File: config.mk
export PLATFORM = sky130hd
export DESIGN_NAME = switch_allocator
export DESIGN_NICKNAME = d
export VERILOG_FILES = /design/src/rtl/noc_pkg.sv /design/src/rtl/switch_allocator_output_arbiter.sv /design/src/rtl/switch_allocator.sv
export SDC_FILE = /design/constraint.sdc
export NUM_CORES = 1
export LEC_CHECK = 0
export CAP_MARGIN = 20
export CELL_PAD_IN_SITES_DETAIL_PLACEMENT = 1
export CELL_PAD_IN_SITES_GLOBAL_PLACEMENT = 2
export CORE_MARGIN = 4
export CORE_UTILIZATION = 30
export CTS_BUF_LIST = sky130_fd_sc_hd__clkbuf_16
export CTS_CLUSTER_DIAMETER = 100
export DETAILED_ROUTE_END_ITERATION = 12
export MAX_ROUTING_LAYER = met4
export PLACE_DENSITY = 0.87
export SLEW_MARGIN = 10
export SYNTH_ARGS = -nofsm -noshare
export SYNTH_HDL_FRONTEND = slang
export SYNTH_SLANG_ARGS = --single-unit
File: constraint.sdc
create_clock -name clk -period 6 [get_ports clk]
set_input_delay 0.9 -clock clk [delete_from_list [all_inputs] [get_ports clk]]
set_output_delay 0.9 -clock clk [all_outputs]
set_load 0.01 [all_outputs]
File: src/rtl/noc_pkg.sv
// Shared constants, state type and pointer helper for the mesh-router switch allocator.
package noc_pkg;

    localparam int NUM_PORTS = 5;
    localparam int CRED_W    = 3;
    localparam int PTR_W     = 3;

    // Fixed port index mapping.
    localparam int P_NORTH = 4;
    localparam int P_EAST  = 3;
    localparam int P_WEST  = 2;
    localparam int P_SOUTH = 1;
    localparam int P_LOCAL = 0;

    // Flit layout as seen by the input buffers.
    localparam int FLIT_W     = 17;
    localparam int FLIT_VALID = 16;

    typedef enum logic {ALLOC_IDLE, ALLOC_LOCKED} alloc_state_t;

    // Advance a port index by one, wrapping from the last port back to 0.
    function automatic logic [PTR_W-1:0] ptr_inc(input logic [PTR_W-1:0] p);
        return (p == PTR_W'(NUM_PORTS - 1)) ? '0 : p + 1'b1;
    endfunction

endpackage

File: src/rtl/switch_allocator_output_arbiter.sv
// One output port's wormhole arbiter: round-robin pick in IDLE, owner lock until tail.
module output_arbiter
    import noc_pkg::*;
(
    input  logic                 clk,
    input  logic                 rst,
    input  logic                 i_en,
    input  logic [NUM_PORTS-1:0] i_req,
    input  logic [NUM_PORTS-1:0] i_valid,
    input  logic [NUM_PORTS-1:0] i_tail,
    output logic [NUM_PORTS-1:0] o_grant,
    output logic                 o_lock,
    output logic [PTR_W-1:0]     o_owner
);

    alloc_state_t         r_state;
    logic [PTR_W-1:0]     r_owner;
    logic [PTR_W-1:0]     r_rr_ptr;

    alloc_state_t         w_state_nx;
    logic [PTR_W-1:0]     w_owner_nx;
    logic [PTR_W-1:0]     w_rr_nx;
    logic [NUM_PORTS-1:0] w_grant;
    logic                 w_found;
    logic [PTR_W-1:0]     w_win;
    logic [PTR_W-1:0]     w_cand;

    // State register: FSM state, packet owner and round-robin pointer.
    always_ff @(posedge clk) begin
        if (rst) begin
            r_state  <= ALLOC_IDLE;
            r_owner  <= '0;
            r_rr_ptr <= '0;
        end else begin
            r_state  <= w_state_nx;
            r_owner  <= w_owner_nx;
            r_rr_ptr <= w_rr_nx;
        end
    end

    // Round-robin search plus next-state and grant decode; grants are same-cycle.
    always_comb begin
        w_state_nx = r_state;
        w_owner_nx = r_owner;
        w_rr_nx    = r_rr_ptr;
        w_grant    = '0;
        w_found    = 1'b0;
        w_win      = '0;
        w_cand     = r_rr_ptr;

        for (int k = 0; k < NUM_PORTS; k++) begin
            if (!w_found && i_req[w_cand]) begin
                w_found = 1'b1;
                w_win   = w_cand;
            end
            w_cand = ptr_inc(w_cand);
        end

        case (r_state)
            ALLOC_IDLE: begin
                // With no credit the pointer is left alone so nobody loses a turn.
                if (w_found && i_en) begin
                    w_grant[w_win] = 1'b1;
                    if (!i_tail[w_win]) begin
                        w_state_nx = ALLOC_LOCKED;
                        w_owner_nx = w_win;
                    end else begin
                        w_rr_nx = ptr_inc(w_win);
                    end
                end
            end
            ALLOC_LOCKED: begin
                // The lock follows the owner's valid only; its route field is not consulted.
                if (i_valid[r_owner] && i_en) begin
                    w_grant[r_owner] = 1'b1;
                    if (i_tail[r_owner]) begin
                        w_state_nx = ALLOC_IDLE;
                        w_rr_nx    = ptr_inc(r_owner);
                    end
                end
            end
            default: w_state_nx = ALLOC_IDLE;
        endcase

        // Outputs are combinational from state, so they are forced quiet during reset.
        o_grant = rst ? '0 : w_grant;
        o_lock  = !rst && (r_state == ALLOC_LOCKED);
        o_owner = r_owner;
    end

endmodule

File: src/rtl/switch_allocator.sv
// 5-port wormhole switch allocator: route decode, per-output arbiters, strobe reduction.
module switch_allocator
    import noc_pkg::*;
#(
    parameter logic [NUM_PORTS-1:0] PORT_EN = 5'b11111
) (
    input  logic                           clk,
    input  logic                           rst,
    input  logic [NUM_PORTS-1:0]           valid_i,
    input  logic [NUM_PORTS-1:0]           tail_i,
    input  logic [NUM_PORTS*NUM_PORTS-1:0] route_i,
    input  logic [NUM_PORTS*CRED_W-1:0]    credit_all_i,
    output logic [NUM_PORTS*NUM_PORTS-1:0] grant_o,
    output logic [NUM_PORTS-1:0]           send_o,
    output logic [NUM_PORTS-1:0]           counter_minus_o,
    output logic [NUM_PORTS-1:0]           lock_o,
    output logic                           err_o
);

    logic [NUM_PORTS-1:0] w_route    [NUM_PORTS];
    logic [NUM_PORTS-1:0] w_req      [NUM_PORTS];
    logic [NUM_PORTS-1:0] w_grant    [NUM_PORTS];
    logic [PTR_W-1:0]     w_owner    [NUM_PORTS];
    logic [NUM_PORTS-1:0] w_route_ok;
    logic [NUM_PORTS-1:0] w_bad;
    logic [NUM_PORTS-1:0] w_lock;
    logic [NUM_PORTS-1:0] w_busy;
    logic [NUM_PORTS-1:0] w_send;

    // Per-input route decode: a route is usable only if one-hot and aimed at an enabled output.
    for (genvar gi = 0; gi < NUM_PORTS; gi++) begin : g_in
        assign w_route[gi]    = route_i[gi*NUM_PORTS +: NUM_PORTS];
        assign w_route_ok[gi] = $onehot(w_route[gi]) && ((w_route[gi] & ~PORT_EN) == '0);
        assign w_bad[gi]      = valid_i[gi] && !w_route_ok[gi];
    end

    // Inputs already owning a locked output stay out of other outputs' searches,
    // which keeps send_o to at most one grant per input.
    always_comb begin
        w_busy = '0;
        for (int o = 0; o < NUM_PORTS; o++) begin
            if (w_lock[o]) begin
                w_busy[w_owner[o]] = 1'b1;
            end
        end
    end

    // Request matrix: w_req[o][i] means input i's head flit wants output o.
    always_comb begin
        for (int o = 0; o < NUM_PORTS; o++) begin
            w_req[o] = '0;
            for (int i = 0; i < NUM_PORTS; i++) begin
                w_req[o][i] = valid_i[i] && w_route_ok[i] && w_route[i][o] && !w_busy[i];
            end
        end
    end

    for (genvar go = 0; go < NUM_PORTS; go++) begin : g_out
        output_arbiter u_arb (
            .clk     (clk),
            .rst     (rst),
            .i_en    (PORT_EN[go] && (credit_all_i[go*CRED_W +: CRED_W] != '0)),
            .i_req   (w_req[go]),
            .i_valid (valid_i),
            .i_tail  (tail_i),
            .o_grant (w_grant[go]),
            .o_lock  (w_lock[go]),
            .o_owner (w_owner[go])
        );
        assign grant_o[go*NUM_PORTS +: NUM_PORTS] = w_grant[go];
        assign counter_minus_o[go]                = |w_grant[go];
    end

    // Dequeue strobe per input: OR of that input's grants across all outputs.
    always_comb begin
        w_send = '0;
        for (int o = 0; o < NUM_PORTS; o++) begin
            w_send = w_send | w_grant[o];
        end
    end

    assign send_o = w_send;
    assign lock_o = w_lock;
    assign err_o  = !rst && (|w_bad);

endmodule

Metal 1:
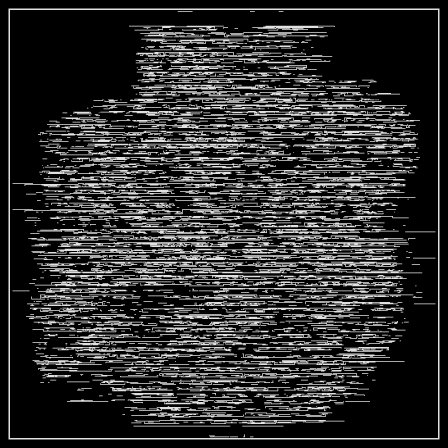
share of all routed wire = 35%
nets with wire on the layer = 1717

Met2 routing:
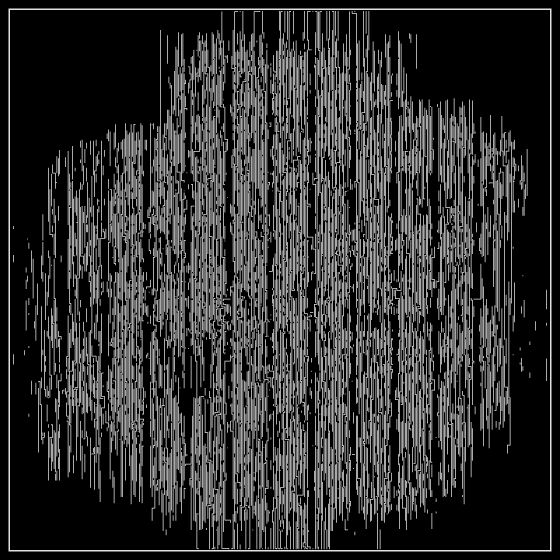
wire length on this layer = 28.0 mm
share of all routed wire = 45%
main direction = vertical
longest straight run = 53.0 um

==> job_summary.md <==
### Metrics collected by this job

| Metric | Value |
|---|---|
| Placed Area | `about 0.012 mm^2` |
| DR top layer | `met4` |
| Failing checks | `setup timing` |
| Die Footprint | `about 0.032 mm^2` |
| DRC Markers | `0` |
| Final period util | `1.190` |
| Pleak | `approximately 6.5 nW` |
| Fin nets | `~1800` |
| Routed len/inst | `29.99 um` |
| Met2 routed WL | `roughly 28000 um` |
| Switching power | `between 3 and 4 mW` |
| Antenna-violating nets left | `0` |
| Main power group | `combinational logic` |
| Min-delay src | `g_out[1].u_arb.r_rr_ptr[1]` |
| Clk sinks | `35` |
| Crit path DRT | `5.10 ns` |
| Reg clk slew, reported paths | `about 0.07 ns` |
| Tot GR Track Use | `0.3266` |
| Crit path buf inv count | `7` |
| Met2 Use GR | `0.5495` |
| PnR worst setup slack | `-1.140 ns` |
| Crit-path max FO | `4` |
| Fraction of registers with async set/reset | `0` |
| Cts bufs inserted | `5` |
| VDD IR-drop max | `0.2193 mV` |
| PnR Total Power | `about 7.3 mW` |
| Post-DP HPWL | `34460 um` |
| Int Pwr | `~3.4 mW` |
| Die width | `around 180 um` |
| FF+latch count, synth | `35` |
| Final hold viol count | `0` |
| Status | `complete, but fails checks` |
| YS chip area | `between 0.008 and 0.009 mm^2` |
| Synthesis Warnings | `0` |
| Met1 GRT Util | `0.3533` |
| Skew-Pair Late Insertion Delay | `around 0.31 ns` |
| GRT busiest layer | `met2` |
| Critical-path top delay cell | `or4b_4` |
| Endpoint, Worst Hold | `g_out[1].u_arb.r_rr_ptr[1]` |
| Pins over their slew limit | `0` |
| GP Congestion | `1.076` |
| Top cell by count, worst path | `buf_4` |
| Crit path largest cell delay | `around 0.53 ns` |
| Drt initial violations | `approximately 1600` |
| Dpl ws | `-1.688 ns` |
| Data arrival time of the worst path | `around 6.2 ns` |
| Seq pwr | `around 410 uW` |
| Port bufs | `between 90 and 100` |
| Final Util | `0.5402` |
| Non-Filler Instances | `between 2000 and 2500` |
| # setup viols final | `~55` |
| Largest net degree at the start of global routing | `20` |
| Gate power share | `0.899` |
| Pwr/cell area | `around 480 mW/mm^2` |
Metal 3:
Scale bar: 50 um.
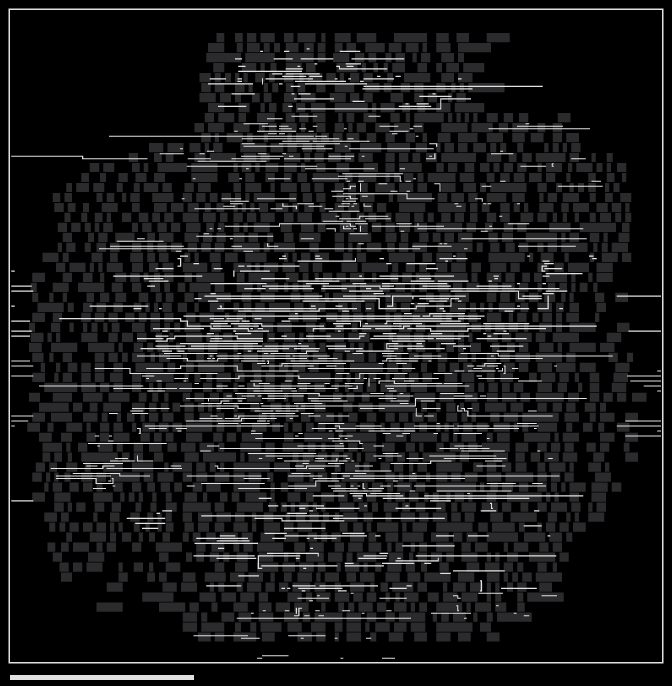
nets with wire on the layer = 414
share of all routed wire = 9.8%

==> cells by family after synthesis <==
logic type	synth area share
AOI/OAI and AO/OA	0.3365
xor gates and xnor gates	0.001016
adders and majority gates	0.1059
buffers and inverters	0.08141
DFF	0.08127
muxes	0.06821
and+or+nand+nor	0.3256
==> repair_timing <==
| item | CTS | global route |
|---|---|---|
| pin swaps | 128 | 84 |
| hold buffers | 0 | 0 |
| setup buffers | 71 | 45 |
| gates resized | 465 | 164 |
| setup endpoints to repair | 47 | 39 |
==> sequential cells by signal, indices dropped and copies added (netlist names) <==
| register | flops |
|---|---|
| g_out.u_arb.r_state | 5 |
| g_out.u_arb.r_rr_ptr | 15 |
| g_out.u_arb.o_owner | 15 |
==> cell type report <==
class / instances / area [um^2]
multi-input combinational: 1016 / 8886
clock inverter: 3 / 38.79
inverter: 108 / 426.7
tap: 378 / 473.0
clock buffer: 5 / 125.1
timing repair buffer: 534 / 4517
antenna: 2 / 5.005
fill: 3370 / 12910
sequential: 35 / 700.7
==> how the worst max path moves through the flow <==
stage	from	endpoint	slack (ns)	cells after the start
global placement	route_i[20]	send_o[2]	-1.57	21
CTS	route_i[10]	send_o[2]	-0.41	20
finish	route_i[10]	send_o[2]	-1.14	22
detailed placement	route_i[20]	send_o[2]	-1.69	21
global route	route_i[11]	send_o[2]	-1.13	22
floorplan	route_i[5]	send_o[1]	-0.05	18
==> Yosys cell counts, types with 25 or more instances <==
library cell	n	area share
a21oi_1	69	0.040
clkbuf_1	44	0.019
dfxtp_1	35	0.081
ha_1	57	0.083
inv_1	102	0.044
mux2i_1	34	0.039
nand2_1	83	0.036
nand3_1	50	0.029
nand4_1	25	0.018
nor2_1	91	0.040
nor3_1	58	0.034
o21ai_0	40	0.023
o22ai_1	25	0.018
Power is estimated from default activity; no workload was simulated.
